<file path="config.mk">
export PLATFORM = sky130hd
export DESIGN_NAME = universal_ff_reg
export DESIGN_NICKNAME = d
export VERILOG_FILES = /design/src/rtl/uff_pkg.sv /design/src/rtl/jk_bit_cell.sv /design/src/rtl/universal_ff_reg.sv
export SDC_FILE = /design/constraint.sdc
export NUM_CORES = 1
export LEC_CHECK = 0
export CORE_ASPECT_RATIO = 2
export CORE_MARGIN = 10
export CORE_UTILIZATION = 35
export DETAILED_ROUTE_END_ITERATION = 8
export PLACE_DENSITY = 0.72
export SLEW_MARGIN = 20
export SYNTH_ARGS = -nofsm -noshare
export SYNTH_HDL_FRONTEND = slang
export SYNTH_SLANG_ARGS = --single-unit
</file>
<file path="constraint.sdc">
create_clock -name clk -period 1.6 [get_ports clk]
set_input_delay 0.4 -clock clk [delete_from_list [all_inputs] [get_ports clk]]
set_output_delay 0.4 -clock clk [all_outputs]
set_load 0.01 [all_outputs]
</file>
<file path="src/rtl/uff_pkg.sv">
// Shared op encoding for the universal flip-flop register.
// Ops 100/101 are shifts only when UFF_SHIFT_EN is defined; otherwise they act as HOLD.
package uff_pkg;

  typedef enum logic [2:0] {
    OP_HOLD   = 3'b000,
    OP_LOAD   = 3'b001,
    OP_JK     = 3'b010,
    OP_TOGGLE = 3'b011,
    OP_SHL    = 3'b100,
    OP_SHR    = 3'b101
  } uff_op_t;

endpackage

</file>
<file path="src/rtl/jk_bit_cell.sv">
// One JK storage bit with a synchronous active-high reset to a per-bit value.
module jk_bit_cell (
  input  logic clk,
  input  logic rst,
  input  logic rst_val,
  input  logic j,
  input  logic k,
  output logic q
);

  logic q_q, q_d;

  always_comb begin
    q_d = q_q;
    case ({j, k})
      2'b01:   q_d = 1'b0;
      2'b10:   q_d = 1'b1;
      2'b11:   q_d = ~q_q;
      default: q_d = q_q;
    endcase
  end

  always_ff @(posedge clk) begin
    if (rst) q_q <= rst_val;
    else     q_q <= q_d;
  end

  assign q = q_q;

endmodule

</file>
<file path="src/rtl/universal_ff_reg.sv">
// Universal register: every op (LOAD/JK/TOGGLE/shift) is expressed as J/K drive on a row of JK cells.
// Define UFF_SHIFT_EN to enable ops SHL/SHR and the ser_in port.
module universal_ff_reg
  import uff_pkg::*;
#(
  parameter int               WIDTH     = 8,
  parameter logic [WIDTH-1:0] RESET_VAL = '0
) (
  input  logic             clk,
  input  logic             rst,
  input  logic             en,
  input  logic [2:0]       op,
  input  logic [WIDTH-1:0] d,
  input  logic [WIDTH-1:0] j,
  input  logic [WIDTH-1:0] k,
`ifdef UFF_SHIFT_EN
  input  logic             ser_in,
`endif
  output logic [WIDTH-1:0] q,
  output logic [WIDTH-1:0] qbar,
  output logic             changed
);

  logic [WIDTH-1:0] j_d, k_d, q_d;
  logic             diff_q, changed_q;

`ifdef UFF_SHIFT_EN
  logic [WIDTH-1:0] shl_src, shr_src;
  generate
    if (WIDTH == 1) begin : g_w1
      assign shl_src = ser_in;
      assign shr_src = ser_in;
    end else begin : g_wn
      assign shl_src = {q[WIDTH-2:0], ser_in};
      assign shr_src = {ser_in, q[WIDTH-1:1]};
    end
  endgenerate
`endif

  always_comb begin
    j_d = '0;
    k_d = '0;
    if (en) begin
      case (uff_op_t'(op))
        OP_LOAD:   begin j_d = d;       k_d = ~d;       end
        OP_JK:     begin j_d = j;       k_d = k;        end
        OP_TOGGLE: begin j_d = d;       k_d = d;        end
`ifdef UFF_SHIFT_EN
        OP_SHL:    begin j_d = shl_src; k_d = ~shl_src; end
        OP_SHR:    begin j_d = shr_src; k_d = ~shr_src; end
`endif
        default:   begin j_d = '0;      k_d = '0;       end
      endcase
    end
  end

  generate
    for (genvar i = 0; i < WIDTH; i++) begin : g_cell
      jk_bit_cell u_cell (
        .clk     (clk),
        .rst     (rst),
        .rst_val (RESET_VAL[i]),
        .j       (j_d[i]),
        .k       (k_d[i]),
        .q       (q[i])
      );
    end
  endgenerate

  // Value the cells will take on this edge; only used to detect a change.
  assign q_d = (j_d & ~q) | (~k_d & q);

  // diff_q records "q changed on this edge"; changed_q republishes it one edge later.
  // A reset edge is not counted as a change.
  always_ff @(posedge clk) begin
    if (rst) begin
      diff_q    <= 1'b0;
      changed_q <= 1'b0;
    end else begin
      diff_q    <= (q_d != q);
      changed_q <= diff_q;
    end
  end

  assign qbar    = ~q;
  assign changed = changed_q;

endmodule
</file>
==> reports/metrics.cfg <==
[outcome]
status=complete, but fails checks
violations=negative setup slack

[timing]
setup_viol=1
finalMaxSlewViolations=0
fin_ws_ps=-17.41
max_freq_mhz=618.3
fin_setup_tns_ps=-17.41
slew_headroom_pct=68.38

[job]
tool_warnings=28

[final_layout]
largest_reg_flops=8
n_all_buffers=83
lay_top_count=buf_4
nets=229
clkbuf_count=4
final_cells=226
layout_top_cells=buf_4 (33), clkdlybuf4s50_1 (17), dlymetal6s2s_1 (17)

[place]
place_area_mm2=0.001573
gp_congestion=0.8541
io_buffer_count=46

[yosys]
ys_seq_share_pct=21.19
ys_sh_adder_pct=0
largest_area_cell=dfxtp_1
ys_area_um2=944.7
async_reset_ff_share_pct=0
top_logic_kind=simple AND/OR/NAND/NOR gates
synth.top_cell.area_share_pct=21.19
synth.distinct_cells=38

[worst_setup_path]
path_max_fanout=7
r2r-start=g_cell[1].u_cell.q
cp_top_family=simple AND/OR/NAND/NOR gates
slowest_delay_ps=280
required_ps=1700

[floorplanning]
rows=26
chip_area_mm2=0.005303

[grt]
grt_pass1_vias=1325

[power_and_ir_drop]
switching_share_pct=28.98
pwr-share-comb_pct=39.5
power_frac_clock_pct=32.7

[clock_tree]
clkSinkCount=10
cts-resized-gates=23

[hold_path]
hold_start=diff_q

[detailed_routing]
routed_wl_um=4163

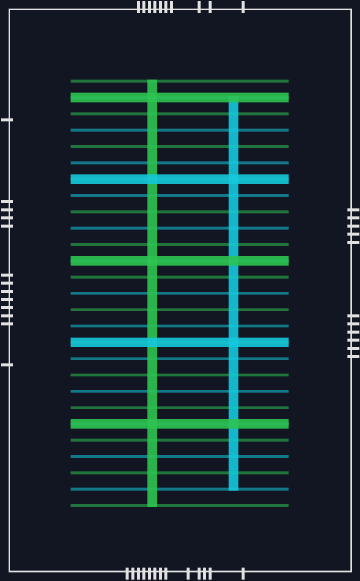
Fig. 1. Power grid.
(6 px per um) Pins as bars on the die edge.
| color | net |
|---|---|
| cyan | VDD |
| green | VSS |
rows: 26
met1 rails: 27
signal pins: 47
met4 straps: 2
met5 straps: 5

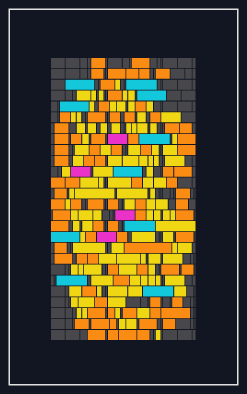
Fig. 2. Placement by cell class.
(4 px per um) Fill, decap, tap and diode cells in gray.
| color | class | cells |
|---|---|---|
| orange | remaining buffers and delay cells | 83 |
| magenta | clock drivers and dummy loads | 4 |
| yellow | combinational and other logic | 101 |
| cyan | sequential cells | 10 |

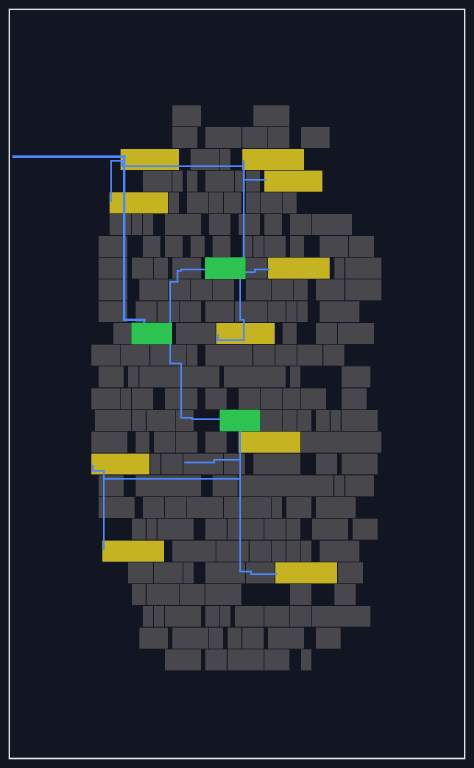
Fig. 3. Clock distribution.
(8 px per um)
[yellow] flip-flops | count: 10
[blue] clock wires | length: 188 um
[green] clock drivers | count: 3
routed clock nets: 4

Power figures rest on the tool's default switching activity, not on a simulated workload.
